`src/rtl/maze_move_ctrl.sv`:
```
`default_nettype none
// ============================================================================
// Module   : maze_move_ctrl
// Brief    : Moore controller for the maze game datapath. Samples the decoded
//            arrow key, looks up the destination cell, then erases, steps and
//            redraws the player. Handles ice sliding, lava freeze/respawn and
//            wall blocking, and counts completed steps.
// Revision : 1.0 - initial release
// ============================================================================
module maze_move_ctrl #(
  parameter int MEM_LAT = 1
) (
  input  logic       clk,
  input  logic       reset,
  input  logic [2:0] move,
  input  logic       obs_wall,
  input  logic       obs_lava,
  input  logic       obs_ice,
  input  logic       timer_done,
  input  logic       unfrozen,
  output logic       en_xpos,
  output logic [1:0] s_xpos,
  output logic       en_ypos,
  output logic [1:0] s_ypos,
  output logic       en_key,
  output logic       s_key,
  output logic       en_obs,
  output logic [2:0] s_obs,
  output logic       en_timer,
  output logic       s_timer,
  output logic [1:0] s_color,
  output logic       plot,
  output logic       busy,
  output logic       frozen,
  output logic [7:0] move_count
);

  typedef enum logic [3:0] {
    S_INIT       = 4'd0,
    S_DRAW_INIT  = 4'd1,
    S_IDLE       = 4'd2,
    S_LOOK       = 4'd3,
    S_MEM_WAIT   = 4'd4,
    S_CHECK      = 4'd5,
    S_ERASE      = 4'd6,
    S_STEP       = 4'd7,
    S_DRAW       = 4'd8,
    S_SLIDE_WAIT = 4'd9,
    S_FROZEN     = 4'd10,
    S_RESPAWN    = 4'd11
  } state_t;

  // Destination cell classes remembered between CHECK and DRAW
  localparam logic [1:0] c_DEST_NORMAL = 2'd0;
  localparam logic [1:0] c_DEST_LAVA   = 2'd1;
  localparam logic [1:0] c_DEST_ICE    = 2'd2;

  // Last wait-counter value before the obstacle data is valid
  localparam logic [2:0] c_WAIT_LAST = 3'(MEM_LAT - 1);

  state_t     r_state;
  state_t     w_state_nxt;
  logic [2:0] r_dir;
  logic [1:0] r_dest;
  logic [2:0] r_wait;
  logic [7:0] r_move_count;

  // State register; reset forces INIT from any state
  always_ff @(posedge clk) begin
    if (reset) begin
      r_state <= S_INIT;
    end else begin
      r_state <= w_state_nxt;
    end
  end

  // Direction, destination class, memory wait counter and step counter
  always_ff @(posedge clk) begin
    if (reset) begin
      r_dir        <= 3'd0;
      r_dest       <= c_DEST_NORMAL;
      r_wait       <= 3'd0;
      r_move_count <= 8'd0;
    end else begin
      case (r_state)
        S_IDLE: begin
          if (move != 3'd0) begin
            r_dir <= move;
          end
        end
        S_LOOK: begin
          r_wait <= 3'd0;
        end
        S_MEM_WAIT: begin
          r_wait <= r_wait + 3'd1;
        end
        S_CHECK: begin
          // Wall leaves the class untouched; it is never drawn
          if (!obs_wall) begin
            if (obs_lava) begin
              r_dest <= c_DEST_LAVA;
            end else if (obs_ice) begin
              r_dest <= c_DEST_ICE;
            end else begin
              r_dest <= c_DEST_NORMAL;
            end
          end
        end
        S_STEP: begin
          if (r_move_count != 8'hFF) begin
            r_move_count <= r_move_count + 8'd1;
          end
        end
        default: begin
        end
      endcase
    end
  end

  // Next-state logic and Moore decode of all datapath controls
  always_comb begin
    w_state_nxt = r_state;
    en_xpos     = 1'b0;
    s_xpos      = 2'd0;
    en_ypos     = 1'b0;
    s_ypos      = 2'd0;
    en_key      = 1'b0;
    s_key       = 1'b0;
    en_obs      = 1'b0;
    s_obs       = 3'd0;
    en_timer    = 1'b0;
    s_timer     = 1'b0;
    s_color     = 2'd0;
    plot        = 1'b0;
    busy        = 1'b1;
    frozen      = 1'b0;

    case (r_state)
      S_INIT: begin
        en_xpos     = 1'b1;
        en_ypos     = 1'b1;
        en_timer    = 1'b1;
        en_key      = 1'b1;
        w_state_nxt = S_DRAW_INIT;
      end
      S_DRAW_INIT: begin
        plot        = 1'b1;
        s_color     = 2'd1;
        w_state_nxt = S_IDLE;
      end
      S_IDLE: begin
        busy   = 1'b0;
        en_key = 1'b1;
        s_key  = 1'b1;
        if (move != 3'd0) begin
          w_state_nxt = S_LOOK;
        end
      end
      S_LOOK: begin
        en_obs      = 1'b1;
        s_obs       = r_dir;
        en_key      = 1'b1;
        w_state_nxt = S_MEM_WAIT;
      end
      S_MEM_WAIT: begin
        if (r_wait == c_WAIT_LAST) begin
          w_state_nxt = S_CHECK;
        end
      end
      S_CHECK: begin
        w_state_nxt = obs_wall ? S_IDLE : S_ERASE;
      end
      S_ERASE: begin
        plot        = 1'b1;
        w_state_nxt = S_STEP;
      end
      S_STEP: begin
        case (r_dir)
          3'd1: begin en_xpos = 1'b1; s_xpos = 2'd2; end
          3'd2: begin en_xpos = 1'b1; s_xpos = 2'd1; end
          3'd3: begin en_ypos = 1'b1; s_ypos = 2'd2; end
          3'd4: begin en_ypos = 1'b1; s_ypos = 2'd1; end
          default: begin end
        endcase
        w_state_nxt = S_DRAW;
      end
      S_DRAW: begin
        plot     = 1'b1;
        s_color  = (r_dest == c_DEST_LAVA) ? 2'd2 : 2'd1;
        en_timer = 1'b1;
        case (r_dest)
          c_DEST_LAVA: w_state_nxt = S_FROZEN;
          c_DEST_ICE:  w_state_nxt = S_SLIDE_WAIT;
          default:     w_state_nxt = S_IDLE;
        endcase
      end
      S_SLIDE_WAIT: begin
        en_timer = 1'b1;
        s_timer  = 1'b1;
        if (timer_done) begin
          w_state_nxt = S_LOOK;
        end
      end
      S_FROZEN: begin
        frozen   = 1'b1;
        en_timer = 1'b1;
        s_timer  = 1'b1;
        if (unfrozen) begin
          w_state_nxt = S_RESPAWN;
        end
      end
      S_RESPAWN: begin
        plot        = 1'b1;
        w_state_nxt = S_INIT;
      end
      default: begin
        w_state_nxt = S_INIT;
      end
    endcase
  end

  assign move_count = r_move_count;

endmodule
`default_nettype wire

```
`config.mk`:
```
export PLATFORM = sky130hd
export DESIGN_NAME = maze_move_ctrl
export DESIGN_NICKNAME = d
export VERILOG_FILES = /design/src/rtl/maze_move_ctrl.sv
export SDC_FILE = /design/constraint.sdc
export NUM_CORES = 1
export LEC_CHECK = 0
export ABC_AREA = 1
export ABC_CLOCK_PERIOD_IN_PS = 2800
export CORE_MARGIN = 2
export CORE_UTILIZATION = 39
export DETAILED_ROUTE_END_ITERATION = 8
export PLACE_DENSITY_LB_ADDON = 0.15
export SETUP_SLACK_MARGIN = 0.15
export SYNTH_ARGS = -nofsm -noshare
export SYNTH_HDL_FRONTEND = slang
export SYNTH_SLANG_ARGS = --single-unit
```
`constraint.sdc`:
```
create_clock -name clk -period 2.8 [get_ports clk]
set_input_delay 0.56 -clock clk [delete_from_list [all_inputs] [get_ports clk]]
set_output_delay 0.56 -clock clk [all_outputs]
set_load 0.005 [all_outputs]
```
==> flow_summary.toml, run 1 <==
# flow metrics
[critical_path]
required_ns = 2.24
slowest_stage = "clkdlybuf4s50_1"
endpoint_kind = "primary output"
slowest_delay_ns = 0.48
ff2ff_path_depth = 8
crit_buf_inv = 1
crit_arrival_ns = 1.90
rr_endpoint = "move_count[7]"
r2r_slack_ns = 1.33
worstPathCellList = "nor2_1 > nand2_1 > o21ai_0 > or2_2 > clkdlybuf4s50_1"
crit_family = "simple AND/OR/NAND/NOR gates"
critical_path.startpoint_type = "flip-flop"
path_class = "reg2out"
crit_path_start = "r_state[0]"
r2r-start = "move_count[0]"
worstPathMaxFanout = 6

[synthesis]
synthTopCellsByCount = "nand2_1 (47), inv_1 (30), nor2_1 (29)"
area_leaders = "dfxtp_1 (30%), nand2_1 (13%), inv_1 (8.5%)"
synth_cells = 200
yosysMostFrequentCell = "nand2_1"
yosys_area_mm2 = 0.00133
fp_nets = 216
synth_area_mm2 = 0.00133
synth_cell_types = 29
numSynthFlops = 20
ys_warn_count = 0
edf_count = 0
synth.avg_cell_area_um2 = 6.66
synth_top_flop_cell = "dfxtp_1"
ys_cells = 200
top_cell_area_share = 0.300
top_area_cell = "dfxtp_1"
async_flop_share = 0
synth_seq_share = 0.300

[drt]
wl_per_cell_um = 9.99
vias = 1324
via_per_inst = 4.65
final_antenna_net_count = 0
drt-total-wl_um = 2850
first_iter_violations = 100
drc = 0

[cells_and_area]
sh_comb_area = 0.449
n_antenna_cell = 0
num-multi-input-gates = 146
drive_above_1_share = 0.121
area_growth_pct = 33.1
logic_area_um2 = 797
layout_top_cell = "nand2_1"
mostFrequentLayoutCells = "nand2_1 (47), clkdlybuf4s50_1 (36), inv_1 (29), nor2_1 (29), dfxtp_1 (19)"
bufAreaShareNonClock = 0.212
n_fill_cell = 350
num-nonclk-inverters = 32
flop-count = 20
buffers = 38
dominant-cell-class = "logic gates"
final_cells = 285
finalNetCount = 257

[power]
peakVddDrop_mv = 0.376
combPwrFrac = 0.494
p_sw_uw = 370
seq_power_share = 0.367
power_density_mw_per_mm2 = 554
p_int_uw = 612

[floorplan]
fp_util = 0.402
die_area_mm2 = 0.00390
tap_cells = 46
ios = 37
core_area_mm2 = 0.00331
die_h_um = 62.5

[sta]
worst_slew_pin_slew_ns = 0.347
worst_slack_ns = 0.340
hold_viol_final = 0
finalCriticalPeriod_ns = 2.46
max_freq_mhz = 406
relSlewSlack = 0.766
drv_slew = 0
tns_ns = 0
setup_viol = 0

[clock_tree]
cts-buffers-inserted = 3
cts_setup_buffers = 0
h-tree-depth = 1
clock_path_buffers = 2
ctsRootBufferMaster = "clkbuf_4"
path_clk_slew_ns = 0.11
holdBufCountCts = 0
cts_tree = "yes"

[place]
routabilityCongestion = 0.793
numPortBuffers = 36
hpwl_um = 2240
place_ws_ns = 0.600
place_inst = 282

[hold_path]
min_path_cells = 1
hold_path_end = "r_wait[2]"
min_from = "r_wait[2]"
hp-class = "reg2reg"

[global_route]
grt.total_usage = 0.157
grt_first_pass_wirelength_um = 4950
grt_max_degree = 14
grt_overflow_total = 0
grt_pass1_vias = 1154

[run]
maxCapViolCount = 0

[run_status]
status = "completed"
## run 1: per-layer routing
metal	vias to the layer above	track usage	wire, um
met5	-	0	0
met4	0	0.0583	45
met3	5	0.0468	147
met2	37	0.247	1260
met1	569	0.204	1390
li1	713	-	-
## run 1: per-stage QoR
step / hold WS (ns) / power (uW) / cell area, um2
final: 0.466 / 982 / 1770
after global routing: 0.486 / 1070 / 1770
after CTS: 0.469 / 992 / 1770
after detailed placement: 0.448 / 849 / 1750
after global placement: 0.448 / 850 / 1750
after floorplan: 0.429 / 627 / 1330
## run 1: repair_timing
item / in CTS / in global routing
gates resized: 0 / 2
setup endpoints to repair: 0 / 2
hold endpoints to repair: 0 / 0
## run 1: state kept, by name (all words and copies together), names as in the netlist
name,count
r_dest,2
r_wait,3
r_dir,3
r_state,4
move_count,8
## run 1: worst max path at each step
stage	to	cells after the start
3_5_place_dp	en_xpos	7
6_report	en_ypos	5
5_1_grt	en_ypos	5
3_3_place_gp	en_xpos	6
4_1_cts	en_xpos	7
2_1_floorplan	en_xpos	6
## run 1: power by group through the flow
| stage | registers, uW | clock network [uW] | logic (uW) |
|---|---|---|---|
| floorplan | 357 | 0 | 271 |
| global placement | 364 | 0 | 486 |
| detailed placement | 365 | 0 | 484 |
| CTS | 358 | 147 | 487 |
| global route | 367 | 158 | 546 |
| finish | 360 | 137 | 485 |
## run 1: kinds of logic (layout without fill, tap and decap cells)
kind of cell	Yosys count	after routing	synth area share
buffers and inverters	34	73	0.101
AND/OR/NAND/NOR	115	115	0.431
flip-flops	20	20	0.300
AND-OR/OR-AND	24	24	0.104
XOR/XNOR	1	1	0.00657
adder cells (fa/ha/maj)	6	6	0.0563
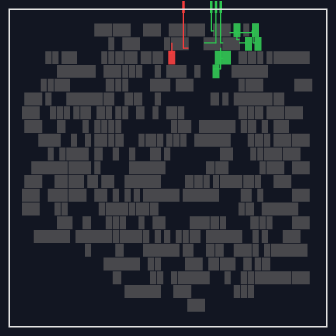
run_1/io_fan.png
color	port	bits	direction	edge	end cells	buffers	wire
red	en_key	1	output	top	1	1	10.7 um
green	move	3	input	top	7	3	38.1 um

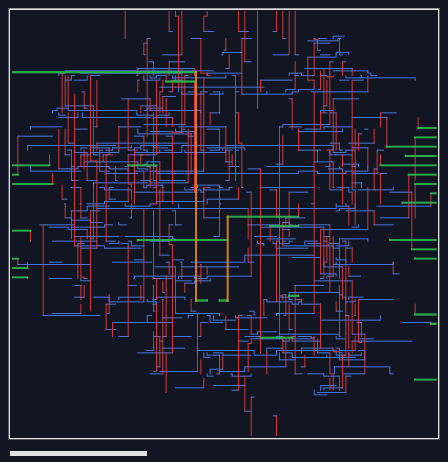
run_1/wires.png
The bar under the picture is 20 um long.
color	layer	wire length
red	metal 2	1260 um
blue	metal 1	1390 um
green	metal 3	148 um
orange	metal 4	45.6 um

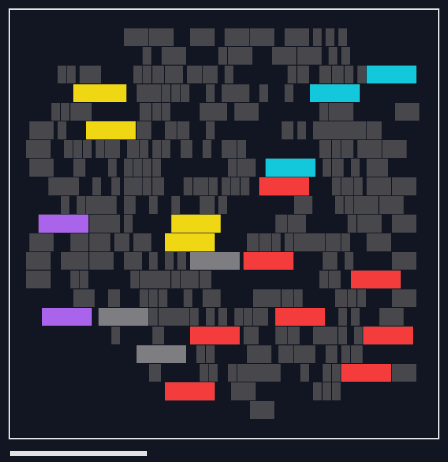
run_1/flops_by_reg.png
The bar under the picture is 20 um long. Other sequential cells in the stronger gray, the rest of the logic in the fainter gray.
color	netlist name	sequential cells
purple	r_dest	2
yellow	r_state	4
red	move_count	8
cyan	r_dir	3
post-layout util: 0.536
sequential cell area share: 0.226
power in sequential cells: 360 uW
Register Area: 402 um2

==> run 2: changes to the inputs <==
- ABC_CLOCK_PERIOD_IN_PS: 2800 -> default
==> flow_summary.toml, run 2 <==
# flow metrics
[sta]
max_freq_mhz = 406
drv_slew = 0
hold_viol_final = 0
tns_ns = 0
min_period_over_period = 0.879
worst_slew_pin_slew_ns = 0.347
finalCriticalPeriod_ns = 2.46
setup_viol = 0
relSlewSlack = 0.766

[synthesis]
ys_warn_count = 0
synth_cell_types = 29
ys_cells = 200
fp_nets = 216
synth.avg_cell_area_um2 = 6.66
top_area_cell = "dfxtp_1"
synth_cells = 200
synth_seq_share = 0.300
numSynthFlops = 20
top_cell_area_share = 0.300
synth_area_mm2 = 0.00133
synthTopCellsByCount = "nand2_1 (47), inv_1 (30), nor2_1 (29)"
async_flop_share = 0
yosysMostFrequentCell = "nand2_1"
area_leaders = "dfxtp_1 (30%), nand2_1 (13%), inv_1 (8.5%)"
synth_top_flop_cell = "dfxtp_1"
yosys_area_mm2 = 0.00133

[floorplan]
ios = 37
core_area_mm2 = 0.00331
fp_util = 0.402
die_h_um = 62.5
die_area_mm2 = 0.00390
die_w_um = 62.5

[clock_tree]
holdBufCountCts = 0
ctsRootBufferMaster = "clkbuf_4"
clock_path_buffers = 2
cts_tree = "yes"
path_clk_slew_ns = 0.11
cts-buffers-inserted = 3

[cells_and_area]
final_util = 0.536
final_cells = 285
largest_register_ffs = 8
layout_top_cell = "nand2_1"
mostFrequentLayoutCells = "nand2_1 (47), clkdlybuf4s50_1 (36), inv_1 (29), nor2_1 (29), dfxtp_1 (19)"
finalNetCount = 257
drive_above_1_share = 0.121
n_antenna_cell = 0

[drt]
final_antenna_net_count = 0
via_per_inst = 4.65
drc = 0
wl_per_cell_um = 9.99
vias = 1324
first_iter_violations = 100

[critical_path]
endpoint_kind = "primary output"
critical_path.startpoint_type = "flip-flop"
path_class = "reg2out"
crit_arrival_ns = 1.90
required_ns = 2.24

[global_route]
grt_max_degree = 14
grt.total_usage = 0.157
grt_pass1_vias = 1154
grt_overflow_total = 0
grt_first_pass_wirelength_um = 4950

[place]
place_inst = 282
numPortBuffers = 36
dpl_cell_area_mm2 = 0.00175
place_ws_ns = 0.600
routabilityCongestion = 0.793
hpwl_um = 2240

[run_status]
status = "completed"

[power]
finalPower_uw = 982
power_density_mw_per_mm2 = 554
peakVddDrop_mv = 0.376

[run]
maxCapViolCount = 0

[hold_path]
hp-class = "reg2reg"
[run 2: cells by family after synthesis]
kind of cell / Yosys count / synth area share
and+or+nand+nor: 115 / 0.431
xor gates and xnor gates: 1 / 0.00657
DFF: 20 / 0.300
adders and majority gates: 6 / 0.0563
AOI/OAI and AO/OA: 24 / 0.104
buffers and inverters: 34 / 0.101
[run 2: where the power goes]
part / total (uW) / switching (uW) / internal [uW]
Sequential: 360 / 43.9 / 316
Clock: 137 / 86.7 / 50.2
Combinational: 485 / 239 / 246
[run 2: cell type report]
class	count	area, um2
clock buffers	3	22.5
fillers	350	1540
inverters	32	120
multi-input cells	146	797
flip-flops and latches	20	402
well taps	46	57.6
repair buffers	38	375
[run 2: final timing paths]
kind	cells after the start	startpoint	end	slack [ns]
worst min register to register	1	r_wait[2]	r_wait[2]	0.47
worst max-delay path	5	r_state[0]	en_ypos	0.34
worst min-delay path	1	r_wait[2]	r_wait[2]	0.47
worst max register to register	8	move_count[0]	move_count[7]	1.33
[run 2: worst max-delay path, stage by stage, from the launching register on]
cell and delay, ns:
dfxtp_1 0.37, nor2_1 0.31, nand2_1 0.20, o21ai_0 0.11
or2_2 0.12, clkdlybuf4s50_1 0.48
[run 2: per-layer routing]
layer | share of wire | vias up | track usage
li1 | - | 713 | -
met1 | 0.49 | 569 | 0.204
met2 | 0.44 | 37 | 0.247
met3 | 0.052 | 5 | 0.0468
met4 | 0.016 | 0 | 0.0583
met5 | 0 | - | 0
[run 2: timing repair]
| item | CTS | global route |
|---|---|---|
| resized | 0 | 2 |
| buffers inserted | 0 | 0 |
| endpoints found under the setup margin | 0 | 2 |
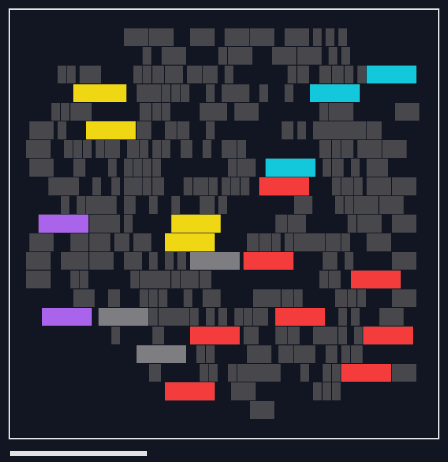
run_2/flops_by_reg.png
The bar under the picture is 20 um long. Other sequential cells in the stronger gray, the rest of the logic in the fainter gray.
color	netlist name	sequential cells
red	move_count	8
purple	r_dest	2
cyan	r_dir	3
yellow	r_state	4

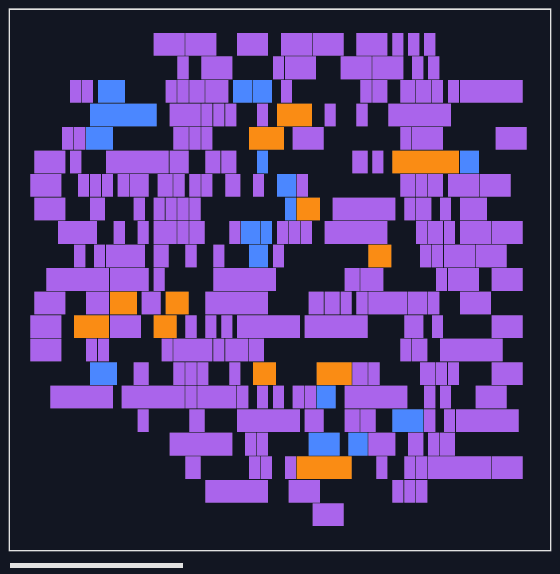
run_2/sizes.png
The bar under the picture is 20 um long.
color	size	cells
blue	_2 cells	17
orange	_3 and _4 cells	12
purple	_0 and _1 cells	210
Non-clk bufs: 38
P&R area growth vs syn: 33.1%
final worst slack: 0.340 ns
Design Area, Final: 0.00177 mm2

==> run 3: changes to the inputs <==
- PLACE_DENSITY_LB_ADDON: 0.15 -> 0.08
==> flow_summary.toml, run 3 <==
# flow metrics
[global_route]
grt_max_degree = 14
groute.layer.met2.usage = 0.242
grt_use_met3 = 0.0270
grt_first_pass_wirelength_um = 4940
grt.total_usage = 0.155
grt_pass1_vias = 1104
grt_overflow_total = 0
grt_most_used_layer = "met2"

[hold_path]
hp-class = "reg2reg"

[critical_path]
slowest_delay_ns = 0.49
critical_path.startpoint_type = "flip-flop"
slowest_stage = "dfxtp_1"
crit_family = "simple AND/OR/NAND/NOR gates"
crit_buf_inv = 1
worstPathCellList = "nor2_1 > nand2_1 > o21ai_0 > or2_2 > clkdlybuf4s50_1"
crit_arrival_ns = 1.94
worstPathMaxFanout = 7
endpoint_kind = "primary output"
required_ns = 2.24
path_class = "reg2out"

[synthesis]
yosys_area_mm2 = 0.00133
area_leaders = "dfxtp_1 (30%), nand2_1 (13%), inv_1 (8.5%)"
synth_cells = 200
synth_area_mm2 = 0.00133
top_area_cell = "dfxtp_1"
numSynthFlops = 20
async_flop_share = 0
top_cell_area_share = 0.300
yosysMostFrequentCell = "nand2_1"
ys_warn_count = 0
synth_seq_share = 0.300
fp_nets = 216
synth.avg_cell_area_um2 = 6.66
synthTopCellsByCount = "nand2_1 (47), inv_1 (30), nor2_1 (29)"
edf_count = 0

[sta]
setup_viol = 0
holdWs_ns = 0.471
max_freq_mhz = 400
finalCriticalPeriod_ns = 2.50
drv_slew = 0
relSlewSlack = 0.783
worst_slew_pin_slew_ns = 0.323
hold_viol_final = 0
min_period_over_period = 0.893
tns_ns = 0

[drt]
wl_per_cell_um = 10.0
via_per_inst = 4.64
first_iter_violations = 66
top_layer = "met4"
wl_met3_um = 129
drt-total-wl_um = 2870
drt-met1-wl_um = 1450
vias = 1327
route.met2.wl_um = 1270
final_antenna_net_count = 0

[floorplan]
die_w_um = 62.5
ios = 37
die_area_mm2 = 0.00390
core_area_mm2 = 0.00331
die_h_um = 62.5
fp_util = 0.402

[run_status]
status = "completed"

[power]
seq_power_share = 0.330
finalPower_uw = 1080
p_int_uw = 705
combPwrFrac = 0.447
p_sw_uw = 378
peakVddDrop_mv = 0.433
power_density_mw_per_mm2 = 601
leakagePower_uw = 0.000709
clock_power_share = 0.222

[cells_and_area]
mostFrequentLayoutCells = "nand2_1 (47), clkdlybuf4s50_1 (36), inv_1 (29), nor2_1 (29), dfxtp_1 (20)"
seq_area_um2 = 400
largest_register_ffs = 8
finalNetCount = 257
logic_area_um2 = 797
n_antenna_cell = 0
drive_above_1_share = 0.121
layout_top_cell = "nand2_1"
n_fill_cell = 355
area_growth_pct = 35.3

[place]
hpwl_um = 2250
routabilityCongestion = 0.815
numPortBuffers = 36

[clock_tree]
ctsRootBufferMaster = "clkbuf_4"
path_clk_slew_ns = 0.12
h-tree-depth = 1
holdBufCountCts = 0
clock_path_buffers = 2
cts_tree = "yes"
cts_setup_buffers = 0

[run]
maxCapViolCount = 0
[run 3: power by group through the flow]
stage	registers [uW]	clock network, uW	logic, uW
2_1_floorplan	357	0	271
3_3_place_gp	365	0	487
3_5_place_dp	364	0	486
4_1_cts	358	252	489
5_1_grt	364	266	551
6_report	358	241	485
[run 3: kinds of logic (layout without fill, tap and decap cells)]
| kind of cell | after synthesis | in the layout | share of synthesized area |
|---|---|---|---|
| AOI/OAI and AO/OA | 24 | 24 | 0.104 |
| adders and majority gates | 6 | 6 | 0.0563 |
| and+or+nand+nor | 115 | 115 | 0.431 |
| xor gates and xnor gates | 1 | 1 | 0.00657 |
| DFF | 20 | 20 | 0.300 |
| buffers and inverters | 34 | 74 | 0.101 |
[run 3: cell type report]
| cell class | count | share of cell area |
|---|---|---|
| Clock buffer | 3 | 0.0125 |
| Clock inverter | 1 | 0.0167 |
| Inverter | 32 | 0.0666 |
| Multi-Input combinational cell | 146 | 0.442 |
| Sequential cell | 20 | 0.222 |
| Tap cell | 46 | 0.0319 |
| Timing Repair Buffer | 38 | 0.208 |
[run 3: path summary, 6_finish.rpt]
path	slack [ns]	cells past startpoint	from	to
min	0.47	1	r_wait[2]	r_wait[2]
max reg2reg	1.35	8	move_count[0]	move_count[7]
max	0.30	5	r_state[1]	en_ypos
min reg2reg	0.47	1	r_wait[2]	r_wait[2]
[run 3: stage by stage]
stage,cells,setup WS [ns],util,area [um2]
2_1_floorplan,200,1.10,-,1330
3_3_place_gp,282,0.640,0.529,1750
3_5_place_dp,282,0.602,0.529,1750
4_1_cts,286,0.242,0.545,1800
5_1_grt,286,0.141,0.545,1800
6_report,286,0.298,0.545,1800
[run 3: repair_timing]
item,CTS,global route
gates resized,0,1
setup endpoints to repair,0,3
hold endpoints to repair,0,0
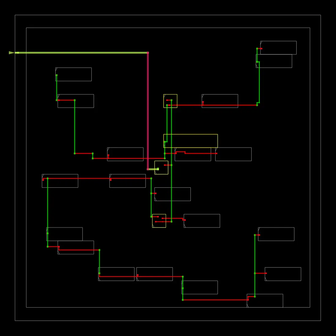
run_3/clocks.png
skew final: 0.00688 ns
Clk. pwr: 241 uW
Num Clock Sinks: 20
Clk Latency, worst-skew pair: 0.31 ns

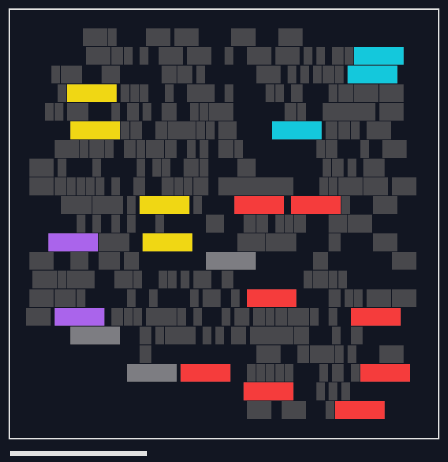
run_3/flops_by_reg.png
The bar under the picture is 20 um long. Other sequential cells in the stronger gray, the rest of the logic in the fainter gray.
post-layout util: 0.545
power in sequential cells: 358 uW

Power is estimated from default activity; no workload was simulated.
